### Logic cells by family

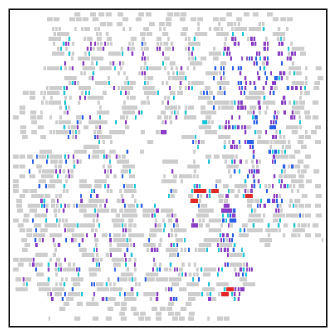
### Sequential cells colored by netlist name

Other sequential cells in the stronger gray, the rest of the logic in the fainter gray.
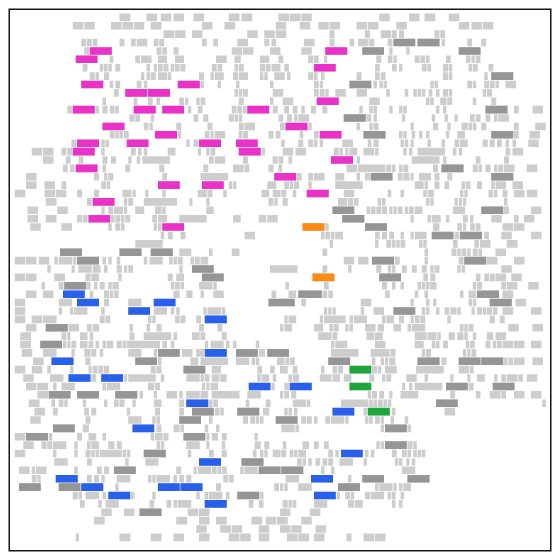
### Routing congestion

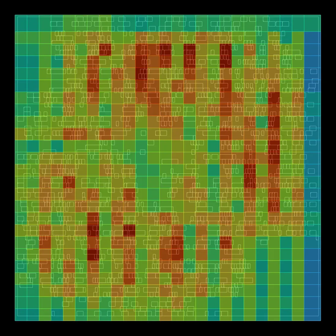
### The metal 2 layer

Cells faint in the background.
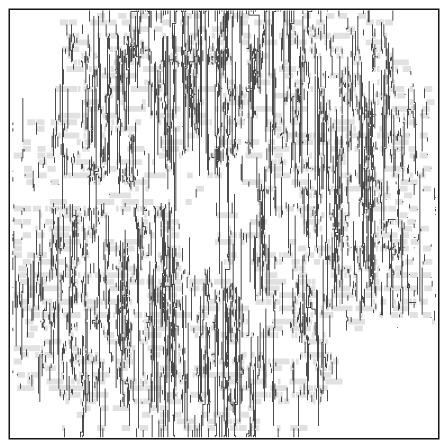
### Met3 routing

Scale bar: 50 microns.
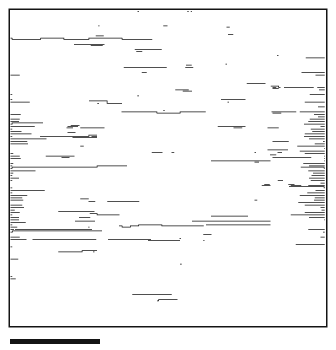
--- config.mk ---
export PLATFORM = sky130hd
export DESIGN_NAME = lsu_split_sequencer
export DESIGN_NICKNAME = d
export VERILOG_FILES = /design/src/rtl/lsu_split_sequencer.sv
export SDC_FILE = /design/constraint.sdc
export NUM_CORES = 1
export LEC_CHECK = 0
export ABC_AREA = 1
export CAP_MARGIN = 20
export CELL_PAD_IN_SITES_DETAIL_PLACEMENT = 0
export CELL_PAD_IN_SITES_GLOBAL_PLACEMENT = 2
export CORE_UTILIZATION = 27
export CTS_CLUSTER_SIZE = 16
export DETAILED_ROUTE_END_ITERATION = 10
export PLACE_DENSITY = 0.8
export SLEW_MARGIN = 20
export SYNTH_ARGS = -nofsm -noshare
export SYNTH_HDL_FRONTEND = slang
export SYNTH_SLANG_ARGS = --single-unit
--- constraint.sdc ---
create_clock -name clk_i -period 4.1 [get_ports clk_i]
set_input_delay 0.615 -clock clk_i [delete_from_list [all_inputs] [get_ports clk_i]]
set_output_delay 0.615 -clock clk_i [all_outputs]
set_load 0.01 [all_outputs]
--- src/rtl/lsu_split_sequencer.sv ---
// Turns one LSU access into one or two word-aligned OBI transactions and merges the responses.
// Accepts only in IDLE; OBI request fields stay frozen until granted; one resp_valid_o pulse per access.
module lsu_split_sequencer #(
    parameter int ADDR_W = 32,
    parameter int DATA_W = 32
) (
    input  logic              clk_i,
    input  logic              rst_ni,
    input  logic              req_valid_i,
    output logic              req_ready_o,
    input  logic [ADDR_W-1:0] req_addr_i,
    input  logic              req_we_i,
    input  logic [1:0]        req_size_i,
    input  logic [DATA_W-1:0] req_wdata_i,
    output logic              resp_valid_o,
    output logic [DATA_W-1:0] resp_rdata_o,
    output logic              resp_err_o,
    output logic              resp_split_o,
    output logic              obi_req_o,
    input  logic              obi_gnt_i,
    output logic [ADDR_W-1:0] obi_addr_o,
    output logic              obi_we_o,
    output logic [3:0]        obi_be_o,
    output logic [DATA_W-1:0] obi_wdata_o,
    input  logic              obi_rvalid_i,
    input  logic [DATA_W-1:0] obi_rdata_i,
    input  logic              obi_err_i
);
    typedef enum logic [2:0] {S_IDLE, S_ADDR1, S_ADDR2, S_WAIT, S_RESP} state_t;

    state_t              state_q, state_d;
    logic [ADDR_W-1:0]   addr_q;
    logic                we_q;
    logic [1:0]          size_q;
    logic [DATA_W-1:0]   wdata_q;
    logic                split_q;
    logic [1:0]          cnt_q, cnt_d;
    logic [1:0]          issued_q;
    logic                rcv_q;
    logic                err_q;
    logic [DATA_W-1:0]   rdata1_q, rdata2_q;

    logic                accept, gnt_fire, rv_fire, split_in;
    logic [3:0]          nb_in;
    logic [1:0]          off;
    logic [3:0]          mask4;
    logic [7:0]          be_sh;
    logic [2*DATA_W-1:0] wd_sh, rd_sh;
    logic [DATA_W-1:0]   byte_mask;
    logic [ADDR_W-1:0]   base_addr;

    assign accept   = req_valid_i && req_ready_o;
    assign gnt_fire = obi_req_o && obi_gnt_i;
    // A response with nothing outstanding is a bus protocol error and is dropped.
    assign rv_fire  = obi_rvalid_i && (cnt_q != 2'd0);
    assign cnt_d    = cnt_q + 2'(gnt_fire) - 2'(rv_fire);

    assign nb_in    = (req_size_i == 2'd0) ? 4'd1 : (req_size_i == 2'd1) ? 4'd2 : 4'd4;
    assign split_in = ({2'b00, req_addr_i[1:0]} + nb_in) > 4'd4;

    assign off       = addr_q[1:0];
    assign mask4     = (size_q == 2'd0) ? 4'b0001 : (size_q == 2'd1) ? 4'b0011 : 4'b1111;
    assign be_sh     = {4'b0000, mask4} << off;
    assign wd_sh     = {{DATA_W{1'b0}}, wdata_q} << {off, 3'b000};
    assign rd_sh     = {rdata2_q, rdata1_q} >> {off, 3'b000};
    assign byte_mask = (size_q == 2'd0) ? DATA_W'(32'h0000_00FF) :
                       (size_q == 2'd1) ? DATA_W'(32'h0000_FFFF) : {DATA_W{1'b1}};
    assign base_addr = {addr_q[ADDR_W-1:2], 2'b00};

    assign resp_rdata_o = we_q ? '0 : (rd_sh[DATA_W-1:0] & byte_mask);
    assign resp_err_o   = err_q;
    assign resp_split_o = split_q;

    always_ff @(posedge clk_i) begin
        if (!rst_ni) begin
            state_q <= S_IDLE;
        end else begin
            state_q <= state_d;
        end
    end

    always_ff @(posedge clk_i) begin
        if (!rst_ni) begin
            addr_q   <= '0;
            we_q     <= 1'b0;
            size_q   <= 2'd0;
            wdata_q  <= '0;
            split_q  <= 1'b0;
            cnt_q    <= 2'd0;
            issued_q <= 2'd0;
            rcv_q    <= 1'b0;
            err_q    <= 1'b0;
            rdata1_q <= '0;
            rdata2_q <= '0;
        end else begin
            cnt_q <= cnt_d;
            if (accept) begin
                addr_q   <= req_addr_i;
                we_q     <= req_we_i;
                size_q   <= req_size_i;
                wdata_q  <= req_wdata_i;
                split_q  <= split_in;
                issued_q <= 2'd0;
                rcv_q    <= 1'b0;
                err_q    <= 1'b0;
                rdata1_q <= '0;
                rdata2_q <= '0;
            end else begin
                if (gnt_fire) begin
                    issued_q <= issued_q + 2'd1;
                end
                // OBI returns in order, so the first response always belongs to the low word.
                if (rv_fire) begin
                    err_q <= err_q | obi_err_i;
                    rcv_q <= 1'b1;
                    if (!rcv_q) begin
                        rdata1_q <= obi_rdata_i;
                    end else begin
                        rdata2_q <= obi_rdata_i;
                    end
                end
            end
        end
    end

    always_comb begin
        state_d = state_q;
        case (state_q)
            S_IDLE:  if (req_valid_i) state_d = S_ADDR1;
            S_ADDR1: if (obi_gnt_i) state_d = split_q ? S_ADDR2 : S_WAIT;
            S_ADDR2: if (obi_gnt_i) state_d = S_WAIT;
            S_WAIT:  if (cnt_d == 2'd0 && issued_q == (split_q ? 2'd2 : 2'd1)) state_d = S_RESP;
            S_RESP:  state_d = S_IDLE;
            default: state_d = S_IDLE;
        endcase
    end

    always_comb begin
        req_ready_o  = 1'b0;
        resp_valid_o = 1'b0;
        obi_req_o    = 1'b0;
        obi_addr_o   = '0;
        obi_we_o     = 1'b0;
        obi_be_o     = 4'b0000;
        obi_wdata_o  = '0;
        case (state_q)
            S_IDLE: req_ready_o = 1'b1;
            S_ADDR1: begin
                obi_req_o   = 1'b1;
                obi_addr_o  = base_addr;
                obi_we_o    = we_q;
                obi_be_o    = be_sh[3:0];
                obi_wdata_o = wd_sh[DATA_W-1:0];
            end
            S_ADDR2: begin
                obi_req_o   = 1'b1;
                obi_addr_o  = base_addr + ADDR_W'(4);
                obi_we_o    = we_q;
                obi_be_o    = be_sh[7:4];
                obi_wdata_o = wd_sh[2*DATA_W-1:DATA_W];
            end
            S_RESP: resp_valid_o = 1'b1;
            default: ;
        endcase
    end
endmodule

==> results.sh <==
# yosys + openroad results
export IMPL_relSlewSlack_pct=37.3
export IMPL_flop_area_sq_mm=0.00267
export IMPL_dr_max_layer_used="met4"
export IMPL_edf_count=0
export IMPL_postCtsHoldBufs=0
export IMPL_min_period_ps=3650
export IMPL_crit_path_start_kind="register"
export IMPL_outcome="finished, final reports clean"
export IMPL_ctsResizeCount=0
export IMPL_final_cell_area_sq_mm=0.0110
export IMPL_ys_sh_aoi_pct=31.0
export IMPL_p_clk_mw=1.63
export IMPL_tap_cells=390
export IMPL_n_all_inverters=159
export IMPL_numCtsBuffers=17
export IMPL_dieArea_sq_mm=0.0307
export IMPL_grt_setup_unrepaired="false"
export IMPL_syn_to_final_growth_pct=35.7
export IMPL_seq_area_frac_synth_pct=32.9
export IMPL_min_from="resp_err_o$_SDFFE_PP0P_"
export IMPL_grt_pass1_wl_mm=46.6
export IMPL_synth_area_per_cell_sq_um=6.67
export IMPL_dominant_cells="multi-input combinational cells"
export IMPL_gp_congestion=0.882
export IMPL_pg_comb_mw=2.86
export IMPL_path_clk_slew_ps=80
export IMPL_min_to="resp_err_o$_SDFFE_PP0P_"
export IMPL_yosys_area_sq_mm=0.00809
export IMPL_grt_pass1_vias=8219
export IMPL_drive_gt1_share_pct=9.12
export IMPL_portBuffers=208
export IMPL_clock_area_share_pct=5.51
export IMPL_met1_length_mm=14.0
export IMPL_cp_cell_sequence="inv_1, nand3_4, nor2_1, nand2_1, o22ai_1, clkdlybuf4s50_1"
export IMPL_ir_drop_uv=254
export IMPL_clk_path_buf_depth=2
export IMPL_cap_violations=0
export IMPL_antenna_found_initial=1
## Picture notes: 'Logic cells by family'
[blue] nor cells | cells: 128 | most used: nor2_1 | where: widely spread
[purple] nand cells | cells: 279 | most used: nand2_1 | where: widely spread
[cyan] inv cells | cells: 159 | most used: inv_1 | where: widely spread
[red] fa/ha/maj cells | cells: 6 | most used: ha_1
final std cells w/o fill: 1784
combinational share of cell area: 39.8%

## Picture notes: 'Sequential cells colored by netlist name'
[blue] `rdata2_q` | flops: 24
[magenta] `wdata_q` | flops: 32
[green] `state_q` | flops: 3
[orange] `size_q` | flops: 2
Post-Route Utilization: 37.2%
fraction of area in registers: 24.3%
Power Sequential: 1.85 mW

## Picture notes: 'Routing congestion'
met1 usage: 25.6%
met3 Track Usage GR: 4.33%
WL/cell: 17.2 microns
busiest grt layer: met2
Overall Global Routing Usage: 19.9%

## Picture notes: 'The metal 2 layer'
nets with wire on the layer: 1203
wire length on this layer: 14400 microns
main direction: vertical
total routed wirelength: 30.8 mm
met2 usage: 33.0%
routed vias: 8679

## Picture notes: 'Met3 routing'
longest straight run: 49.5 microns
share of all routed wire: 5.8%
wire length on this layer: 1770 microns

Power is estimated from default activity; no workload was simulated.
